`src/rtl/rot_pkg.sv`:
```
// Shared definitions for the rotating-square operator-control front end:
// FSM encoding, default debounce width and the prescaler wrap limit.
package rot_pkg;

  typedef enum logic {
    ST_PAUSE = 1'b0,
    ST_RUN   = 1'b1
  } state_t;

  localparam int DB_N_DEFAULT = 20;

  // Wrap value of the prescaler for a given speed select: en every 2^s cycles.
  function automatic logic [3:0] lim(input logic [1:0] s);
    return (4'd1 << s) - 4'd1;
  endfunction

endpackage

```
`src/rtl/btn_debounce.sv`:
```
// Pushbutton conditioner: 2-FF synchroniser, stable-level debouncer and a
// one-cycle press tick on each accepted 0->1 transition.
module btn_debounce #(
  parameter int DB_N = 20
) (
  input  logic clk,
  input  logic reset,
  input  logic btn_raw,
  output logic level,
  output logic press_tick
);

  logic            sync_a;
  logic            sync_b;
  logic [DB_N-1:0] cnt;

  always_ff @(posedge clk) begin
    if (reset) begin
      sync_a     <= 1'b0;
      sync_b     <= 1'b0;
      cnt        <= '0;
      level      <= 1'b0;
      press_tick <= 1'b0;
    end else begin
      sync_a     <= btn_raw;
      sync_b     <= sync_a;
      press_tick <= 1'b0;
      if (sync_b == level) begin
        cnt <= '0;
      end else if (cnt == '1) begin
        // Level accepted; the tick is raised together with the new level.
        level      <= sync_b;
        cnt        <= '0;
        press_tick <= sync_b;
      end else begin
        cnt <= cnt + 1'b1;
      end
    end
  end

endmodule

```
`src/rtl/rot_ctrl.sv`:
```
// Operator-control front end: run/pause FSM, direction toggle and the
// speed-scaled count-enable strobe for the rotation stages.
module rot_ctrl
  import rot_pkg::*;
#(
  parameter int DB_N  = DB_N_DEFAULT,
  parameter int PRE_W = 3
) (
  input  logic       clk,
  input  logic       reset,
  input  logic       btn_run,
  input  logic       btn_dir,
  input  logic [1:0] sw_speed,
  output logic       en,
  output logic       cw,
  output logic       running
);

  state_t           state;
  state_t           state_next;
  logic             run_tick;
  logic             dir_tick;
  logic             run_level_unused;
  logic             dir_level_unused;
  logic [PRE_W-1:0] pre;
  logic [PRE_W-1:0] limit;
  logic             en_q;
  logic             cw_q;

  btn_debounce #(.DB_N(DB_N)) u_db_run (
    .clk        (clk),
    .reset      (reset),
    .btn_raw    (btn_run),
    .level      (run_level_unused),
    .press_tick (run_tick)
  );

  btn_debounce #(.DB_N(DB_N)) u_db_dir (
    .clk        (clk),
    .reset      (reset),
    .btn_raw    (btn_dir),
    .level      (dir_level_unused),
    .press_tick (dir_tick)
  );

  assign limit = PRE_W'(lim(sw_speed));

  always_ff @(posedge clk) begin
    if (reset) state <= ST_RUN;
    else       state <= state_next;
  end

  always_comb begin
    state_next = state;
    if (run_tick) begin
      state_next = (state == ST_RUN) ? ST_PAUSE : ST_RUN;
    end
  end

  always_comb begin
    running = (state == ST_RUN);
  end

  always_ff @(posedge clk) begin
    if (reset) begin
      pre  <= '0;
      en_q <= 1'b0;
      cw_q <= 1'b0;
    end else begin
      en_q <= 1'b0;
      if (dir_tick) begin
        // No step on the direction boundary; the new direction restarts the phase.
        pre  <= '0;
        cw_q <= ~cw_q;
      end else if (state == ST_RUN) begin
        if (pre >= limit) pre <= '0;
        else              pre <= pre + 1'b1;
        // Suppress a strobe that would land in the first PAUSE cycle.
        en_q <= (pre == limit) && (state_next == ST_RUN);
      end
    end
  end

  assign en = en_q;
  assign cw = cw_q;

endmodule

```
`config.mk`:
```
export PLATFORM = sky130hd
export DESIGN_NAME = rot_ctrl
export DESIGN_NICKNAME = d
export VERILOG_FILES = /design/src/rtl/rot_pkg.sv /design/src/rtl/btn_debounce.sv /design/src/rtl/rot_ctrl.sv
export SDC_FILE = /design/constraint.sdc
export NUM_CORES = 1
export LEC_CHECK = 0
export ABC_CLOCK_PERIOD_IN_PS = 1990
export CAP_MARGIN = 20
export CORE_MARGIN = 3
export CORE_UTILIZATION = 40
export DETAILED_ROUTE_END_ITERATION = 10
export SYNTH_ARGS = -nofsm -noshare
export SYNTH_HDL_FRONTEND = slang
export SYNTH_SLANG_ARGS = --single-unit
```
`constraint.sdc`:
```
create_clock -name clk -period 1.99 [get_ports clk]
set_input_delay 0.2985 -clock clk [delete_from_list [all_inputs] [get_ports clk]]
set_output_delay 0.2985 -clock clk [all_outputs]
set_load 0.02 [all_outputs]
```
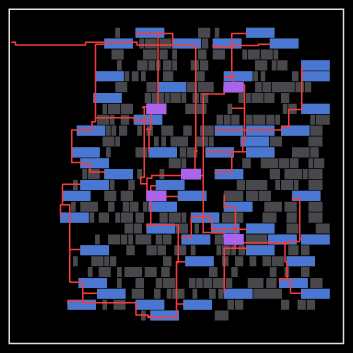
(images/clock_wires.png)
Scale: 4 px per µm.
legend:
  clock-net drivers:
    colour: purple
    count: 5
  flip-flops:
    colour: blue
    count: 54
  clock wires:
    colour: red
    length: 643 µm
routed clock nets: 6

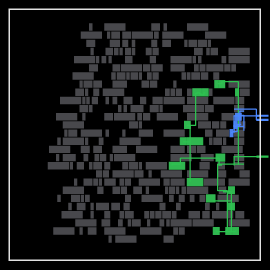
(images/port_trees.png)
Scale: 3 px per µm.
legend:
  sw_speed:
    colour: blue
    bits: 2
    direction: input
    end_cells: 3
    buffers: 3
    wire: 49.8 µm
  reset:
    colour: green
    bits: 1
    direction: input
    end_cells: 17
    buffers: 3
    wire: 171 µm
Port Buffer Count: 8
number of placed I/O pins: 9

==> summary.txt <==
Figures from the implementation reports.

- The maximum single-stage delay on the critical path reads 0.41 ns.
- The count of library flops with an enable pin is 0.
- The number of standard cells in the final layout excluding fillers is 359.
- In the final report, the number of pins over their slew limit comes to 0.
- The total power divided by cell area is between 600 and 700 nW/µm².
- The largest fanout on the critical path is 3.
- After synthesis, the netlist uses 37 different library cells.
- The maximum root-to-sink buffer count is 2.
- The registers reported with the highest flop counts are u_db_dir.cnt x20, u_db_run.cnt x20, pre x3.
- The area fraction in full adders, half adders and majority gates reads 0.0315.
- According to the tapcell log, the count of inserted taps is about 72.
- The flow ran to the end, and the final reports show no timing, DRC or antenna violations.
- The post-layout net count reads 298.
- In the layout the commonest cells are dfxtp_1, nor2_1, xnor2_1.
- The fraction of area in registers reads 0.391.
- The total negative slack for setup checks is 0 ns.
- The met2 wire length is 1.78 mm.
- The clock-pin slew reported for the worst setup and hold paths after clock tree synthesis reads 0.09 ns.
- The placed instance count reads 351.
- For this design the static power due to leakage is 0.000877 µW.
- The largest total area in the synthesized netlist belongs to dfxtp_1.
- The type of destination of the critical path reads a register.
- Relative to the synthesized area, the layout overhead comes to 15.9%.
- The number of cells on the worst hold path is listed as 1.
- The report puts the cell count of the worst reg-to-reg path at 5.
- The met1 wire length reads 2.26 mm.
- After layout, the inverter instance count without clock inverters stands at 8.
- The number of H-tree levels reads 2.
- The number of global-route vias before repair is 1,761.
- The first element of the critical path is sw_speed[1].
- The initial antenna violation count is 0.
- The antenna diode count is 0.
- The most common library cell in the layout ignoring fill and taps reads dfxtp_1.
- The sequential cell fraction of total power reads 0.595.
- The number of placement rows is 27.
- The post-synthesis net count is 274.
- Entering global routing, the biggest net connects 16 pins.
- The insertion delay to the later sink of the worst-skew pair reads 0.30 ns.
- The destination of the worst hold path reads u_db_dir.sync_b.
- OpenROAD emitted warnings numbering 26.
- The area fraction of the largest cell type after synthesis is 0.454.
- Per the TritonCTS log, the buffer count is 5.
- The commonest cells after synthesis are dfxtp_1, nor2_1, xnor2_1.
- The dominant delay contributor by cell family on the critical path reads AND-OR/OR-AND gates.
- The global router's overall resource usage is 0.133.
- The CTS tree is done.
- The worst-case register-to-register setup slack reads ~0.19 ns.
- Of all the cell area in the finished design, the clock network holds 0.0331.
- The most used flip-flop cell after synthesis reads dfxtp_1.
- The post-route minimum period is 1.92 ns.
- The startpoint of the worst register-to-register path reads u_db_dir.cnt[1].
- The largest power group reads registers.
- The area fraction in mux cells is 0.00420.
- The total of warnings raised by yosys reads 0.
- After detailed routing, no signal wire sits above met4.
- The post-synthesis instance total reads 262.
- The cell area after technology mapping is approximately 2400 µm².
- Per the OpenROAD timing report, the critical path contains 7 cells.
- The aoi/oai-family share of the synthesized area reads 0.0719.
- Per the gpl log, the routability congestion estimate is slightly below 0.8.
- The number of buffer and inverter stages on the critical path is 1.
- The area recorded from the Yosys report for this design is 2380 µm².
- The post-cts hold-fix buffer tally reads 0.
- In this run the clock root is driven by a clkbuf_8.
- The width of the die reads 83.2 µm.
- The layout buffer count excluding clock buffers reads 23.
- The synthesized area divided by synthesized cell count is 9.10 µm².
- The arrival time at the worst endpoint is 2.12 ns.
- The routed length per placed instance is around 12 µm.
- The critical path required time is 2.19 ns.
- The combinational group share of total power reads 0.080.
- The most numerous cell on the critical path reads a21o_1.
- The share of post-route cells with drive strength above 1 reads 0.118.
- The report lists the cells along the critical path as clkdlybuf4s50_1 -> or2_2 -> ha_1 -> nand2b_1 -> a21o_1 -> a21o_1 -> a2111oi_2.
- The post-layout worst setup margin reads 0.0742 ns.
- In this run the most used layer during global routing was met2.
- The storage element area reads about 1100 µm².
- At the floorplan stage, the core utilization is reported as 0.422.
- After detailed routing, the number of vias per cell comes to approximately 5.2.
- The initial detailed-routing violation count reads 81.
- The reg-to-reg endpoint reads u_db_dir.cnt[18].
- The area fraction in and, or, nand and nor cells is 0.290.
- The DRC violation count after routing is 0.
- The number of flip-flops and latches reads 54.
- The combinational gate area is 1260 µm².
- The finished layout reports a core utilization of 0.489.
- The critical path's slowest stage uses the library cell clkdlybuf4s50_1.
- The detail route stage leaves a number of antenna-violating nets equal to 0.
- The number of fill cells in the layout is 542.
- The maximum vdd ir drop is 0.317 mV.
- The power attributed to sequential cells reads 1120 µW.
- The internal power summed over all cells reads 1460 µW.
- The post-place instance area is between 2000 and 3000 µm².
- By instance count, the leading cell after synthesis is dfxtp_1.
- The share of the clock period used by the worst path is 0.963.
- The number of setup violations in the final report reads 0.
- The fraction of the yosys area taken by sequential cells reads 0.454.
- The dominant kind of combinational cell is simple AND/OR/NAND/NOR gates.
- The overall power reads around 1900 µW.
- The normalized max-slew margin is 0.633.
- The met1 capacity usage during global routing reads 0.184.
- The share of synthesized registers carrying an async set or reset is 0.
- The transition time of the tightest slew-check pin is 0.545 ns.
- Multi-input logic gates represent a cell area share of 0.458.
- The number of gates resized after CTS is 2.
- The global-route wire length before repair reads 7.75 mm.
- The number of cells in Yosys stat reads 262.
- The class occupying the most area after layout is reported as logic gates.
- The power spent charging and discharging nets reads 413 µW.
- The kind of critical path reads in -> reg.
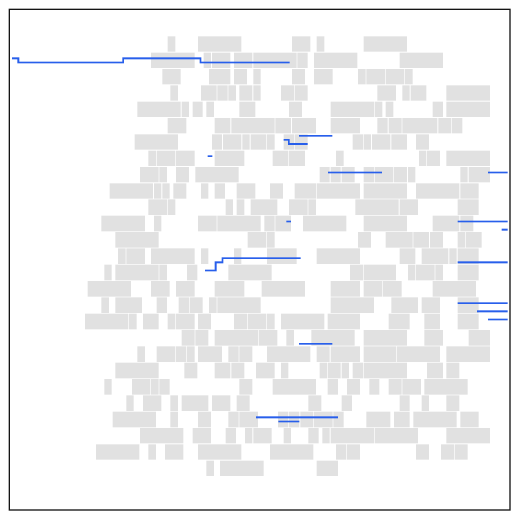
(images/m3.png)
Scale: 6 px per µm.
share of all routed wire: 3.3%
wire length on this layer: 142 µm
WL final: 4.27 mm
routed via count: 1,854
met3 layer usage reported by global route: 0.0298

No activity file was given, so power comes from the tool's default toggle rates.
